**src/rtl/sklansky_sub_pipe_16.sv**
```systemverilog
// Two-stage pipelined 16-bit subtractor on a Sklansky prefix carry tree, valid/ready on both sides.
// Define SKLANSKY_SUB_SAT_EN to floor the difference at zero whenever a borrow occurs.
module sklansky_sub_pipe_16 #(
  parameter int DATA_W = 16
) (
  input  logic              CLK,
  input  logic              RST,
  input  logic              IN_VALID,
  output logic              IN_READY,
  input  logic [DATA_W-1:0] A,
  input  logic [DATA_W-1:0] B,
  output logic              OUT_VALID,
  input  logic              OUT_READY,
  output logic [DATA_W-1:0] DIFF,
  output logic              BO
);

  localparam int LEVELS = $clog2(DATA_W);
  localparam int SPLIT  = 2;

  // PrefixBox: combine a high group (gh,ph) with the adjacent lower group (gl,pl).
  function automatic logic [1:0] prefix_box(input logic gh, input logic ph,
                                            input logic gl, input logic pl);
    return {gh | (ph & gl), ph & pl};
  endfunction

  // One Sklansky level: every bit with bit 'lvl' of its index set absorbs the
  // top bit of the preceding aligned block of width 2^lvl.
  function automatic logic [2*DATA_W-1:0] prefix_level(input logic [DATA_W-1:0] g,
                                                       input logic [DATA_W-1:0] p,
                                                       input int lvl);
    logic [DATA_W-1:0] go;
    logic [DATA_W-1:0] po;
    logic [1:0]        gp;
    int                j;
    go = g;
    po = p;
    for (int i = 0; i < DATA_W; i++) begin
      if (((i >> lvl) & 1) == 1) begin
        j     = ((i >> lvl) << lvl) - 1;
        gp    = prefix_box(g[i], p[i], g[j], p[j]);
        go[i] = gp[1];
        po[i] = gp[0];
      end
    end
    return {go, po};
  endfunction

`ifdef SKLANSKY_SUB_SAT_EN
  function automatic logic [DATA_W-1:0] sat_floor(input logic [DATA_W-1:0] d,
                                                  input logic borrow);
    return borrow ? '0 : d;
  endfunction
`endif

  logic                load_p1, load_p2, in_fire;
  logic                vld_p1, vld_p2;
  logic [DATA_W-1:0]   g_p0, p_p0, t_p0;
  logic [DATA_W-1:0]   g_p1, p_p1, t_p1;
  logic [DATA_W-1:0]   g_c, p_c, raw_diff, diff_c;
  logic                bo_c;
  logic [DATA_W-1:0]   diff_p2;
  logic                bo_p2;
  logic [2*DATA_W-1:0] gp_lo, gp_hi;

  assign load_p2   = !vld_p2 || OUT_READY;
  assign load_p1   = !vld_p1 || load_p2;
  assign IN_READY  = !RST && load_p1;
  assign in_fire   = IN_VALID && IN_READY;
  assign OUT_VALID = vld_p2;
  assign DIFF      = diff_p2;
  assign BO        = bo_p2;

  // Stage p0 -> p1: bitwise terms, carry-in folded into bit 0, prefix levels 1-2.
  always_comb begin
    gp_lo   = '0;
    t_p0    = A ^ ~B;
    g_p0    = A & ~B;
    p_p0    = A | ~B;
    g_p0[0] = g_p0[0] | p_p0[0];
    for (int l = 0; l < SPLIT; l++) begin
      gp_lo = prefix_level(g_p0, p_p0, l);
      g_p0  = gp_lo[2*DATA_W-1:DATA_W];
      p_p0  = gp_lo[DATA_W-1:0];
    end
  end

  always_ff @(posedge CLK) begin
    if (in_fire) begin
      g_p1 <= g_p0;
      p_p1 <= p_p0;
      t_p1 <= t_p0;
    end
  end

  // Stage p1 -> p2: prefix levels 3-4, carries shifted up one bit with c[0] = 1.
  always_comb begin
    gp_hi = '0;
    g_c   = g_p1;
    p_c   = p_p1;
    for (int l = SPLIT; l < LEVELS; l++) begin
      gp_hi = prefix_level(g_c, p_c, l);
      g_c   = gp_hi[2*DATA_W-1:DATA_W];
      p_c   = gp_hi[DATA_W-1:0];
    end
  end

  assign raw_diff = t_p1 ^ {g_c[DATA_W-2:0], 1'b1};
  assign bo_c     = ~g_c[DATA_W-1];
`ifdef SKLANSKY_SUB_SAT_EN
  assign diff_c   = sat_floor(raw_diff, bo_c);
`else
  assign diff_c   = raw_diff;
`endif

  always_ff @(posedge CLK) begin
    if (RST) begin
      vld_p1  <= 1'b0;
      vld_p2  <= 1'b0;
      diff_p2 <= '0;
      bo_p2   <= 1'b0;
    end else begin
      if (load_p1) vld_p1 <= in_fire;
      if (load_p2) begin
        vld_p2 <= vld_p1;
        if (vld_p1) begin
          diff_p2 <= diff_c;
          bo_p2   <= bo_c;
        end
      end
    end
  end

endmodule

```
**config.mk**
```make
export PLATFORM = sky130hd
export DESIGN_NAME = sklansky_sub_pipe_16
export DESIGN_NICKNAME = d
export VERILOG_FILES = /design/src/rtl/sklansky_sub_pipe_16.sv
export SDC_FILE = /design/constraint.sdc
export NUM_CORES = 1
export LEC_CHECK = 0
export CAP_MARGIN = 40
export CORE_ASPECT_RATIO = 0.8
export CORE_MARGIN = 1.5
export CORE_UTILIZATION = 58
export CTS_BUF_LIST = sky130_fd_sc_hd__clkbuf_4 sky130_fd_sc_hd__clkbuf_8
export CTS_CLUSTER_SIZE = 8
export DETAILED_ROUTE_END_ITERATION = 6
export PLACE_DENSITY = 0.87
export SLEW_MARGIN = 20
export SYNTH_ARGS = -nofsm -noshare
export SYNTH_HDL_FRONTEND = slang
export SYNTH_SLANG_ARGS = --single-unit
export TNS_END_PERCENT = 10
```
**constraint.sdc**
```tcl
create_clock -name CLK -period 7.9 [get_ports CLK]
set_input_delay 2.37 -clock CLK [delete_from_list [all_inputs] [get_ports CLK]]
set_output_delay 2.37 -clock CLK [all_outputs]
set_load 0.02 [all_outputs]
```
==> reports/qor.txt, run 1 <==
Outcome: completed
Fmax: 0.1603 GHz
Delay-heaviest family, CP: buffers and inverters
Final period util: 78.96%
Worst-path clk slew: 0.06 ns
Async SR Flop Fraction: 0%
Post-synth EDFFs: 44
# setup viols final: 0
Gate Count Post-Synth: 253
Slew @ Worst Pin: 0.6277 ns
Avg WL per Cell: 14.50 um
Crit start category: primary input
Yosys top cell by area: edfxtp_1
CP most frequent cell: clkdlybuf4s50_1
Synth area leaders: edfxtp_1 44%, ha_1 13%, dfxtp_1 13%
Clock root buffer master: clkbuf_8
Commonest cells post-synth: 46 x inv_1, 44 x edfxtp_1, 31 x ha_1
Slowest CP cell: clkdlybuf4s50_1
Die Footprint: 0.005603 mm2
Non-Filler Instances: 380
Clk buf depth: 2
Yosys reg bits: 63
Netlist cell types: 28
Leak Pwr: 1.603 nW
Final WS setup: 1.662 ns
Largest net degree at the start of global routing: 36
Syn_area_per_cell: 11.83 um2
Hold bufs inserted after CTS: 0
Htree depth: 3
Max incr delay on CP: 0.65 ns
Synth top area share: 44.15%
Post-DRT Antenna Nets: 0
Clk Latency, worst-skew pair: 0.34 ns
Crit path capture type: output port
Placer Congestion: 0.7911
Hold Vio Cnt, Final: 0
Place WS: 1.678 ns
OpenROAD warning count: 41
Fin. max-slew vios: 0
Critical-path cell list: clkdlybuf4s50_1 -> buf_4 -> a21oi_1 -> clkdlybuf4s50_1
# Cells Yosys: 253
Residual DRC: 0
run 1: sequential cells by signal (all words and copies together) (netlist names):
register   cells
BO             1
DIFF          16
OUT_VALID      1
g_p1          16
p_p1          12
t_p1          16
vld_p1         1
run 1: worst reg2reg max path, stage by stage (launching register included):
cell and delay [ns]:
dfxtp_1 0.31, nor2b_4 0.13, a21oi_1 0.20, and2_2 0.59, buf_16 0.25
run 1: report_power, final:
group	leakage, nW	internal, mW	total (mW)	switching [mW]
Sequential	0.572	0.376	0.385	0.00921
Clock	0.107	0.174	0.290	0.116
Combinational	0.925	0.0490	0.0976	0.0486
Total	1.60	0.599	0.773	0.174
run 1: cells by family (layout without fill, tap and decap cells):
kind of cell / count (synthesis) / in the layout / synth area share [%]
DFF: 63 / 63 / 56.86
xor gates and xnor gates: 8 / 8 / 2.341
AOI/OAI and AO/OA: 38 / 38 / 8.404
and+or+nand+nor: 59 / 59 / 12.04
buffers and inverters: 54 / 119 / 7.400
adders and majority gates: 31 / 31 / 12.96
run 1: per-stage QoR:
| step | hold WS [ns] | power (mW) |
|---|---|---|
| floorplan | 0.4060 | 0.4414 |
| global placement | 0.4168 | 0.4823 |
| detailed placement | 0.4188 | 0.4888 |
| CTS | 0.4304 | 0.7791 |
| global route | 0.4558 | 0.8055 |
| finish | 0.4261 | 0.7727 |
run 1: path summary, 6_finish.rpt:
kind                            slack (ns)                    from              endpoint  cells past startpoint
worst max-delay path                  1.66                     RST              IN_READY                      4
worst min-delay path                  0.43       t_p1[0]$_DFFE_PP_  DIFF[0]$_SDFFE_PP0P_                      1
worst min register to register        0.43       t_p1[0]$_DFFE_PP_  DIFF[0]$_SDFFE_PP0P_                      1
worst max register to register        6.12  OUT_VALID$_SDFFE_PP0P_     g_p1[1]$_DFFE_PP_                      4
run 1: cells in the final DEF, fill, tap and decap left out, drive strengths merged, types with 3 or more instances in the layout:
cell type,n
a211oi,5
a21o,9
a21oi,16
a31oi,3
buf,3
clkbuf,13
clkdlybuf4s50,54
dfxtp,19
edfxtp,44
ha,31
inv,46
nand2,8
nand3,7
nand3b,8
nand4b,7
nor2,11
nor2b,3
nor3,3
nor4,3
o21bai,4
or4,7
xnor2,7
run 1: routing by layer:
metal,track usage [%],vias up,part of all wire [%]
met1,24.40,948,40
met3,5.501,14,5.4
met4,13.33,0,2.7
met2,39.02,78,52
li1,-,997,-
met5,0,-,0
run 1: final cells by class:
cell class	count	area, um2
flip-flops and latches	63	1702
clock inverters	3	41.29
well taps	62	77.57
repair buffers	57	583.1
multi-input cells	136	1071
clock buffers	13	172.7
fillers	320	1159
inverters	46	172.7
run_1/floorplan.png
Pins as bars on the die edge.
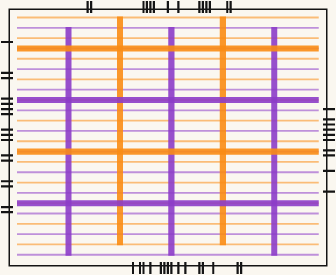
Purple stands for VSS. Orange stands for VDD.
4 straps on met5. 55 signal pins sit on the boundary.
floorplan core area: 0.004979 mm2
VDD IR max: 175.3 uV
Die Wd: 83.31 um

run_1/class_map.png
Bar = 20 um.
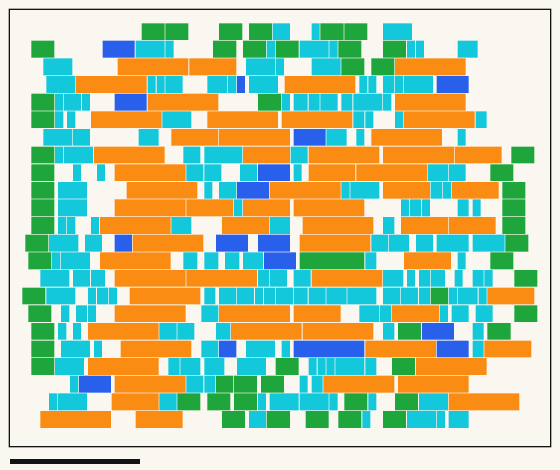
Blue stands for clock drivers and dummy loads, cells 16, share of their area 5.7%. Cyan stands for remaining logic cells, cells 182, share of their area 33%. Orange stands for sequential cells, cells 63, share of their area 45%. Green stands for remaining buffers and delay cells, cells 57, share of their area 16%.
final instance area: 0.003820 mm2
Core Util, Final: 76.73%
flop share of the area: 44.55%
FP Rows: 23

run_1/clock_wires.png
Bar = 20 um.
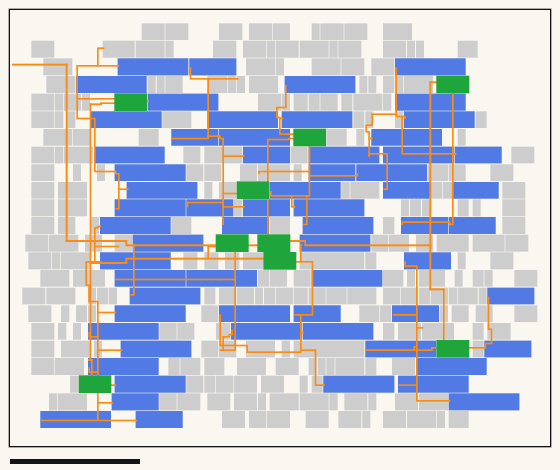
Green stands for clock-net drivers, count 9. Blue stands for flip-flops, count 63. Orange stands for clock wires, length 723 um.
There are 10 routed clock nets.
Clk power: 0.290 mW
clock power share: 37.5%
Final Skew: 0.004589 ns

==> run 2, diff against run 1 <==
- CORE_UTILIZATION: 58 -> 54
- PLACE_DENSITY: 0.87 -> 0.82
- clock period: 7.9 -> 6.2 ns (I/O delays scaled with it)
==> run 2 against run 1 <==
Against the previous run: clock power increased by 24%; critical endpoint unchanged; largest cell class unchanged; highest routed layer unchanged; combinational power is 25% higher; via count down 3.6%; critical path type unchanged; largest power group unchanged.
==> reports/qor.txt, run 2 <==
Outcome: completed
Slew @ Worst Pin: 0.4360 ns
VDD IR max: 143.9 uV
Commonest cells post-synth: 46 x inv_1, 44 x edfxtp_1, 31 x ha_1
Final period util: 81.78%
Clock root buffer master: clkbuf_8
Synth top area share: 44.15%
NumNets Final: 380
Via Count: 1964
Crit start category: primary input
Clk buf depth: 2
Tot Pwr: 0.9703 mW
Largest net degree at the start of global routing: 35
Worst-path clk slew: 0.06 ns
Fmax: 0.1972 GHz
Yosys reg bits: 63
CP required: 4.34 ns
Synth area leaders: edfxtp_1 44%, ha_1 13%, dfxtp_1 13%
Critical path type: in2out
Most frequent cells in the layout: 54 x clkdlybuf4s50_1, 46 x inv_1, 44 x edfxtp_1
Netlist cell types: 28
Post-DRT Antenna Nets: 0
Worst reg2reg path startpoint: OUT_VALID$_SDFFE_PP0P_
Final Skew: 0.01082 ns
Async SR Flop Fraction: 0%
Leak Pwr: 1.600 nW
Die Footprint: 0.006001 mm2
Top cell excl fill/tap: clkdlybuf4s50_1
Crit path capture type: output port
Avg WL per Cell: 13.29 um
Htree depth: 3
Yosys top cell by area: edfxtp_1
Residual DRC: 0
Placer Congestion: 0.8453
Hold_sp: t_p1[0]$_DFFE_PP_
Hold Vio Cnt, Final: 0
Clk Latency, worst-skew pair: 0.33 ns
OpenROAD warning count: 41
DR pass1 iterations: 4
Worst setup path start: OUT_READY
# setup viols final: 0
Fin. max-slew vios: 0
# Cells Yosys: 253
Hold bufs inserted after CTS: 0
Post-synth EDFFs: 44
Die Wd: 86.24 um
-- run 2: netlist changes by cell type in the layout (fill, tap and decap cells not counted) --
cell	change
buf_12	+1
buf_16	-1
clkbuf_4	+1
clkbuf_8	-1
clkinv_1	-1
clkinv_2	+1
-- run 2: power by group --
part           internal (mW)  switching [mW]
Clock                  0.216           0.143
Combinational         0.0621          0.0598
Sequential             0.479          0.0109
-- run 2: metrics by stage --
step,setup slack (ns),hold WS (ns),instance area [um2],cells
2_1_floorplan,1.968,0.4060,2993,253
3_3_place_gp,1.133,0.4126,3582,366
3_5_place_dp,1.117,0.4165,3602,367
4_1_cts,1.124,0.4210,3811,383
5_1_grt,1.030,0.4477,3811,383
6_report,1.130,0.4237,3811,383
-- run 2: kinds of logic after synthesis --
kind of cell | synth area share [%]
AOI/OAI and AO/OA | 8.404
DFF | 56.86
adders and majority gates | 12.96
xor gates and xnor gates | 2.341
and+or+nand+nor | 12.04
buffers and inverters | 7.400
-- run 2: critical path, stage by stage --
cell	delay [ns]
clkdlybuf4s50_1	0.50
nor2b_4	0.06
a21oi_1	0.16
clkdlybuf4s50_1	0.63
-- run 2: worst paths after layout --
path | endpoint | slack (ns) | cells past startpoint
worst max-delay path | IN_READY | 1.13 | 4
worst min register to register | DIFF[0]$_SDFFE_PP0P_ | 0.42 | 1
worst min-delay path | DIFF[0]$_SDFFE_PP0P_ | 0.42 | 1
worst max register to register | g_p1[13]$_DFFE_PP_ | 4.56 | 4
-- run 2: layout make-up --
| type | instances | area [um2] |
|---|---|---|
| tap | 65 | 81.33 |
| fill | 390 | 1594 |
| multi-input combinational | 136 | 1071 |
| sequential | 63 | 1702 |
| inverter | 46 | 172.7 |
| clock inverter | 3 | 42.54 |
| timing repair buffer | 57 | 575.6 |
| clock buffer | 13 | 166.4 |
-- run 2: per-layer routing --
| metal | share of wire [%] | GRT usage, % | up-vias | routed length [um] |
|---|---|---|---|---|
| met5 | 0 | 0 | - | 0 |
| met1 | 43 | 22.94 | 913 | 2208 |
| met4 | 1.1 | 7.168 | 0 | 58 |
| met3 | 4.9 | 5.595 | 7 | 250 |
| li1 | - | - | 996 | - |
| met2 | 51 | 31.67 | 48 | 2571 |
run_2/class_map.png
Bar = 20 um.
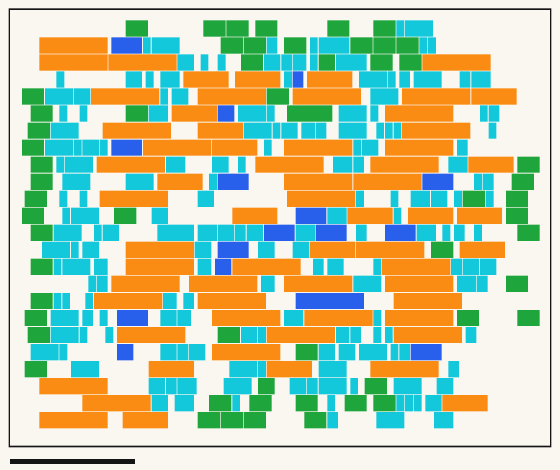
Cyan stands for remaining logic cells, cells 182, share of their area 33%. Green stands for remaining buffers and delay cells, cells 57, share of their area 15%. Orange stands for sequential cells, cells 63, share of their area 46%. Blue stands for clock drivers and dummy loads, cells 16, share of their area 5.6%.
floorplan core area: 0.005405 mm2
FP Rows: 24
flop share of the area: 44.65%
Core Util, Final: 70.51%

No activity file was given, so power comes from the tool's default toggle rates.
